==> config.mk <==
export PLATFORM = sky130hd
export DESIGN_NAME = alu_sequencer
export DESIGN_NICKNAME = d
export VERILOG_FILES = /design/src/rtl/alu_sequencer.sv
export SDC_FILE = /design/constraint.sdc
export NUM_CORES = 1
export LEC_CHECK = 0
export ABC_AREA = 1
export CAP_MARGIN = 30
export CORE_MARGIN = 4
export CORE_UTILIZATION = 47
export DETAILED_ROUTE_END_ITERATION = 10
export PLACE_DENSITY_LB_ADDON = 0.1
export RECOVER_POWER = 25
export SYNTH_ARGS = -nofsm -noshare
export SYNTH_HDL_FRONTEND = slang
export SYNTH_SLANG_ARGS = --single-unit
==> constraint.sdc <==
create_clock -name clk -period 6.4 [get_ports clk]
set_input_delay 1.28 -clock clk [delete_from_list [all_inputs] [get_ports clk]]
set_output_delay 1.28 -clock clk [all_outputs]
set_load 0.005 [all_outputs]
==> src/rtl/alu_sequencer.sv <==
// Multi-cycle sequencer for the Mini-CPU 8-bit ALU: IDLE/DECODE/READ/EXEC/WRITE, owns W and STATUS C/DC/Z.
// Define ALU_SEQ_ILLEGAL_TRAP_EN to add the sticky illegal_op output for unlisted opcodes.
module alu_sequencer #(
  parameter int          RF_AW   = 7,
  parameter logic [7:0]  W_RESET = 8'h00
) (
  input  logic             clk,
  input  logic             rst_n,
  input  logic             instr_valid,
  output logic             instr_ready,
  input  logic [13:0]      instr,
  output logic [RF_AW-1:0] reg_raddr,
  input  logic [7:0]       reg_rdata,
  output logic [RF_AW-1:0] reg_waddr,
  output logic [7:0]       reg_wdata,
  output logic             reg_we,
  output logic             alu_clr,
  output logic             alu_swap_n_mov,
  output logic             alu_rlf_n_rrf,
  output logic             alu_sub,
  output logic             alu_c_in,
  output logic [1:0]       alu_op_mux_l,
  output logic [1:0]       alu_op_mux_a,
  output logic [1:0]       alu_out_mux,
  output logic [7:0]       alu_op_a,
  output logic [7:0]       alu_op_b,
  input  logic [7:0]       alu_out,
  input  logic             alu_c_new,
  input  logic             alu_dc_new,
  input  logic             alu_z_new,
  output logic [7:0]       w_reg,
  output logic             status_c,
  output logic             status_dc,
  output logic             status_z,
`ifdef ALU_SEQ_ILLEGAL_TRAP_EN
  output logic             illegal_op,
`endif
  output logic             done
);

  typedef enum logic [2:0] {IDLE, DECODE, READ, EXEC, WRITE} state_t;
  typedef enum logic [1:0] {K_NOP, K_ALU, K_MOVWF, K_MOVLW} kind_t;

  state_t      state, state_next;
  logic [13:0] instr_q;
  logic [7:0]  opf_q;
  logic [7:0]  res_q;
  logic        c_q, dc_q, z_q;

  kind_t       kind;
  logic        dec_clr, dec_swap, dec_rlf, dec_sub;
  logic [1:0]  dec_mux_l, dec_mux_a, dec_out_mux;
  logic        aff_c, aff_dc, aff_z;
  logic        dest_f;

  assign dest_f = instr_q[7];

  // Adder sub-select: 0 = add/sub, 1 = increment, 2 = decrement.
  always_comb begin
    kind        = K_NOP;
    dec_clr     = 1'b0;
    dec_swap    = 1'b0;
    dec_rlf     = 1'b0;
    dec_sub     = 1'b0;
    dec_mux_l   = 2'd0;
    dec_mux_a   = 2'd0;
    dec_out_mux = 2'd0;
    aff_c       = 1'b0;
    aff_dc      = 1'b0;
    aff_z       = 1'b0;
    case (instr_q[13:8])
      6'b000111: begin kind = K_ALU; dec_out_mux = 2'd3; dec_mux_a = 2'd0;
                       aff_c = 1'b1; aff_dc = 1'b1; aff_z = 1'b1; end
      6'b000010: begin kind = K_ALU; dec_out_mux = 2'd3; dec_mux_a = 2'd0; dec_sub = 1'b1;
                       aff_c = 1'b1; aff_dc = 1'b1; aff_z = 1'b1; end
      6'b001010: begin kind = K_ALU; dec_out_mux = 2'd3; dec_mux_a = 2'd1; aff_z = 1'b1; end
      6'b000011: begin kind = K_ALU; dec_out_mux = 2'd3; dec_mux_a = 2'd2; aff_z = 1'b1; end
      6'b000100: begin kind = K_ALU; dec_out_mux = 2'd2; dec_mux_l = 2'd0; aff_z = 1'b1; end
      6'b000101: begin kind = K_ALU; dec_out_mux = 2'd2; dec_mux_l = 2'd1; aff_z = 1'b1; end
      6'b000110: begin kind = K_ALU; dec_out_mux = 2'd2; dec_mux_l = 2'd2; aff_z = 1'b1; end
      6'b001001: begin kind = K_ALU; dec_out_mux = 2'd2; dec_mux_l = 2'd3; aff_z = 1'b1; end
      6'b001101: begin kind = K_ALU; dec_out_mux = 2'd1; dec_rlf = 1'b1; aff_c = 1'b1; end
      6'b001100: begin kind = K_ALU; dec_out_mux = 2'd1; dec_rlf = 1'b0; aff_c = 1'b1; end
      6'b001000: begin kind = K_ALU; dec_out_mux = 2'd0; aff_z = 1'b1; end
      6'b001110: begin kind = K_ALU; dec_out_mux = 2'd0; dec_swap = 1'b1; end
      6'b000001: begin kind = K_ALU; dec_out_mux = 2'd0; dec_clr = 1'b1; aff_z = 1'b1; end
      6'b000000: begin if (dest_f) kind = K_MOVWF; end
      default:   begin if (instr_q[13:10] == 4'b1100) kind = K_MOVLW; end
    endcase
  end

  always_ff @(posedge clk or negedge rst_n) begin
    if (!rst_n) state <= IDLE;
    else        state <= state_next;
  end

  always_comb begin
    state_next = state;
    case (state)
      IDLE:    if (instr_valid) state_next = DECODE;
      DECODE:  state_next = READ;
      READ:    state_next = EXEC;
      EXEC:    state_next = WRITE;
      WRITE:   state_next = IDLE;
      default: state_next = IDLE;
    endcase
  end

  // ALU controls are only live in EXEC so the datapath sees all-zero controls otherwise.
  always_comb begin
    alu_clr        = 1'b0;
    alu_swap_n_mov = 1'b0;
    alu_rlf_n_rrf  = 1'b0;
    alu_sub        = 1'b0;
    alu_c_in       = 1'b0;
    alu_op_mux_l   = 2'd0;
    alu_op_mux_a   = 2'd0;
    alu_out_mux    = 2'd0;
    if (state == EXEC && kind == K_ALU) begin
      alu_clr        = dec_clr;
      alu_swap_n_mov = dec_swap;
      alu_rlf_n_rrf  = dec_rlf;
      alu_sub        = dec_sub;
      alu_c_in       = status_c;
      alu_op_mux_l   = dec_mux_l;
      alu_op_mux_a   = dec_mux_a;
      alu_out_mux    = dec_out_mux;
    end
  end

  assign alu_op_a    = opf_q;
  assign alu_op_b    = w_reg;
  assign instr_ready = (state == IDLE);
  assign done        = (state == WRITE);
  assign reg_raddr   = instr_q[RF_AW-1:0];
  assign reg_waddr   = instr_q[RF_AW-1:0];
  assign reg_wdata   = res_q;
  assign reg_we      = (state == WRITE) && dest_f && (kind == K_ALU || kind == K_MOVWF);

  always_ff @(posedge clk or negedge rst_n) begin
    if (!rst_n) begin
      instr_q   <= 14'h0000;
      opf_q     <= 8'h00;
      res_q     <= 8'h00;
      c_q       <= 1'b0;
      dc_q      <= 1'b0;
      z_q       <= 1'b0;
      w_reg     <= W_RESET;
      status_c  <= 1'b0;
      status_dc <= 1'b0;
      status_z  <= 1'b0;
    end else begin
      case (state)
        IDLE: if (instr_valid) instr_q <= instr;
        READ: opf_q <= reg_rdata;
        EXEC: begin
          case (kind)
            K_MOVWF: res_q <= w_reg;
            K_MOVLW: res_q <= instr_q[7:0];
            default: res_q <= alu_out;
          endcase
          c_q  <= aff_c  ? alu_c_new  : status_c;
          dc_q <= aff_dc ? alu_dc_new : status_dc;
          z_q  <= aff_z  ? alu_z_new  : status_z;
        end
        WRITE: begin
          if ((kind == K_ALU && !dest_f) || kind == K_MOVLW) w_reg <= res_q;
          if (kind == K_ALU) begin
            status_c  <= c_q;
            status_dc <= dc_q;
            status_z  <= z_q;
          end
        end
        default: ;
      endcase
    end
  end

`ifdef ALU_SEQ_ILLEGAL_TRAP_EN
  always_ff @(posedge clk or negedge rst_n) begin
    if (!rst_n)                              illegal_op <= 1'b0;
    else if (state == WRITE && kind == K_NOP) illegal_op <= 1'b1;
  end
`endif

endmodule

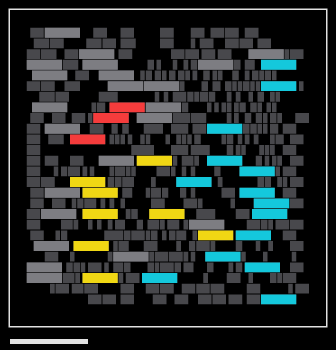
**Above:** sequential cells colored by netlist name.
Bar = 20 microns.
Yellow marks `alu_op_b`, flops 8. Red marks `state`, flops 3. Cyan marks `instr_q`, flops 14.
Another 22 sequential cells are not colored.
storage element area: 0.00118 sq mm
sequential cell area share: 34.5%
P_seq: 532 uW
Core Util, Final: 66.7%

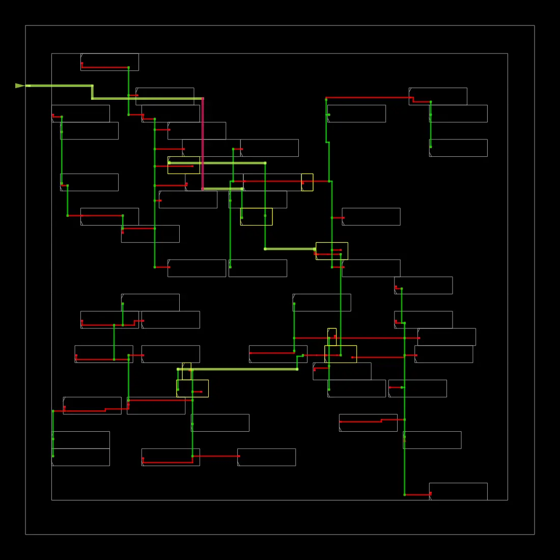
**Above:** clock nets.
skew final: 6.33 ps
TritonCTS Buffers: 5

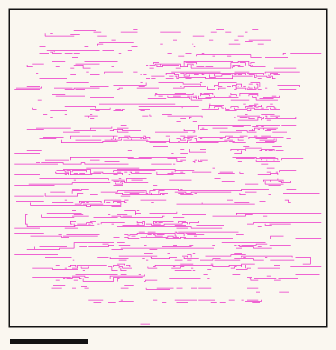
**Above:** M1 wires.
Bar = 20 microns.
348 nets have wire on it. The longest straight run is 23.7 microns. The wires run mostly horizontal. The layer carries 2620 microns of wire.

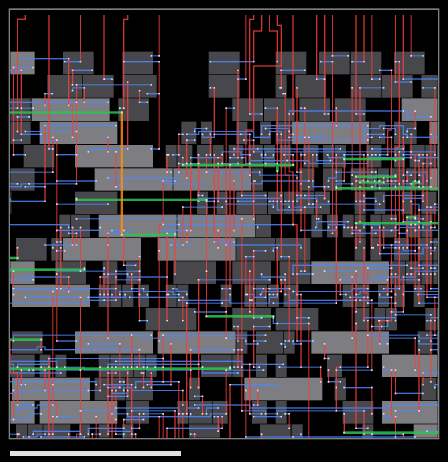
**Above:** a small window of the routed layout.
Bar = 20 microns. Window x 15 to 65, y 31 to 81 microns. Cells in gray, sequential cells in the stronger gray; small squares are vias.
Green marks met3. Orange marks met4. Red marks met2. Blue marks met1.
Sequential cells in the window: 20. Netlist names of flops here include `instr_q` (5), `alu_op_a` (3), `alu_op_b` (3). 179 logic cells have their middle in the window. Most frequent: nand2_1 (30), clkdlybuf4s50_1 (28).

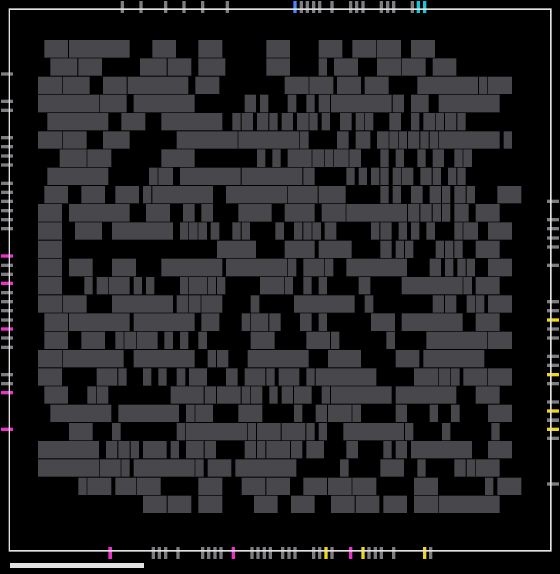
**Above:** pin map.
Bar = 20 microns. Pins as bars across the die edge, other pins in gray.
Magenta marks `reg_wdata`, pins 8, direction output, edge 5 left, 3 bottom. Blue marks `status_c`, pins 1, direction output, edge top. Cyan marks `alu_op_mux_a`, pins 2, direction output, edge top. Yellow marks `reg_waddr`, pins 7, direction output, edge 4 right, 3 bottom.
All pins by edge: 29 bottom, 28 left, 21 top, 21 right.

==> CHANGELOG.md <==
## Implementation

- Design area: 0.00341 sq mm
- Non-Clock Buffer Count: 100
- Placed cell area: 0.00335 sq mm
- Failing checks: max-capacitance violations, max-slew violations
- Initial antenna violation count: 0
- Clock-cell share: 2.39%
- Fillers: 448
- Largest class: registers
- Clk pwr share: 12.1%
- MI comb cells: 177
- Switching part of the total: 36.4%
- Final #Nets: 408
- Syn Std Cell Area: 0.00248 sq mm
- Most common logic cells in the final layout: 97 x clkdlybuf4s50_1, 49 x nand2_1, 47 x dfrtp_1, 38 x inv_1, 35 x nor2_1
- Post-layout min period: 4230 ps
- Count leader, synth: nand2_1
- HPWL after detailed placement: 4530 microns
- Area delta synth->final: 37.6%
- Post-synth top cells: 49 x nand2_1, 47 x dfrtp_1, 38 x inv_1
- Combinational power share: 50.1%
- P_comb: 705 uW
- R2R cell count: 14
- Pre-CTS setup slack: 2540 ps
- Final setup margin: 2170 ps
- H-tree lvl count: 2
- Yosys Warn Count: 0
- Tool Warnings: 28
- Setup bufs post-CTS: 0
- Clock buf count: 7
- Dominant combinational family: simple AND/OR/NAND/NOR gates
- Post-synth net total: 331
- Pre-Place Util: 48.5%
- Via-per-instance ratio: 4.85
- Kind of critical path: reg2out
- Max_cap viols: 1
- Int Power: 895 uW
- Chip area: 0.00650 sq mm
- Post-CTS sizing: 0
- Mux area share: 3.64%
- Final Hold Slack: 503 ps
- # clock sinks: 47
- Top cells by area, synth: dfrtp_1 47%, nand2_1 7.4%, buf_4 6.7%
- Worst hold endpoint: z_q$_DFFE_PN0P_
- Worst hold path type: reg2reg
- Endpoint type of the worst setup path: output pin
- Logic share of the area: 27.5%
- Site Rows: 26
- Max frequency: 0.237 GHz
- Worst Hold Launch: z_q$_DFFE_PN0P_
- PwrDens: 413 mW/mm^2
- Total gr overflow: 0
- DRC violations left: 0
- Yosys simple share: 19.9%
- Port buffer count: 98
- Internal reg-to-reg setup slack: 3600 ps
- Status: finished, violations left
- Largest net degree at the start of global routing: 36
- Layout cells sized above 1: 7.57%
- MI comb area: 938 sq um
- Vias in the first global route: 2176
- Tcrit/Tclk final: 66.0%
- Register share after synthesis: 47.5%
- CP max stage cell: clkdlybuf4s50_1
- Non-clk invs: 38
- AO/OA Area Share: 12.8%
- CP Launch Type: flip-flop
- Crit-path max FO: 11
- Die width: 80.6 microns
- Per-cell routed wire length: 13.5 microns
- RSZ-0062 raised after global routing: no
- Critical path's largest stage delay: 550 ps
- Final Max Slew Viols: 36
- Yosys chip area: 0.00248 sq mm
- Non-clock buffering overhead: 28.8%
- Top power group: combinational logic
- First-pass GRT wire length: 9960 microns
- CTS tree: built
- Static Leak: 0.00152 uW
- Final count of hold timing violations: 0
- Syn Area/Cell: 8.48 sq um
- Post-DRT Antenna Nets: 0
- Clock slew at reported path FFs: 80 ps
- Net Switching: 512 uW
- Most frequent logic cell in the layout: clkdlybuf4s50_1
- Worst path top cell family by delay: simple AND/OR/NAND/NOR gates
- Initial DRC count: 70
- Asr flop ratio synth: 100%
- Biggest register: instr_q
- Seq pwr share: 37.8%
- Hold path depth: 2
- Detailed Route WL: 5950 microns
- WP buf/inv: 2
- CTS root buf: clkbuf_8
- Synthesized instance count: 292
- XOR/XNOR share of the synthesized area: 0%
- Post-Synth Adder-Cell Area: 1.52%
- Seq cells: 47
- Final setup viols: 0
- Hold Buf Count CTS: 0
- Synth area leader: dfrtp_1
- Initial DRT Pass Iterations: 4
- Non-filler cells, final: 440
- Max_slew headroom: -25.6%
- Worst Path Arrival: 2950 ps
- Worst IR Drop VDD: 220 uV
- Actual slew at the worst max-slew pin: 1880 ps
- GP Congestion: 0.842
- Registers, synthesis: 47
- Total GRT Usage: 19.7%
- Top cell area share: 47.5%
- DR vias: 2135
[how the worst max path moves through the flow]
stage	from	endpoint	slack, ps	cells after the start
finish	instr_q[13]$_DFFE_PN0P_	alu_rlf_n_rrf	2170	11
global route	instr_q[13]$_DFFE_PN0P_	alu_rlf_n_rrf	1870	11
CTS	instr_q[13]$_DFFE_PN0P_	alu_rlf_n_rrf	2190	11
detailed placement	instr_q[13]$_DFFE_PN0P_	alu_rlf_n_rrf	2540	11
global placement	instr_q[13]$_DFFE_PN0P_	alu_swap_n_mov	2640	11
floorplan	instr_q[9]$_DFFE_PN0P_	alu_clr	3220	12
[metal layers]
metal,GRT usage [%],share of wire [%]
met3,5.72,9.1
met4,4.90,0.67
met1,26.5,44
met5,0,0
met2,31.3,46
Power and IR drop assume default switching activity.
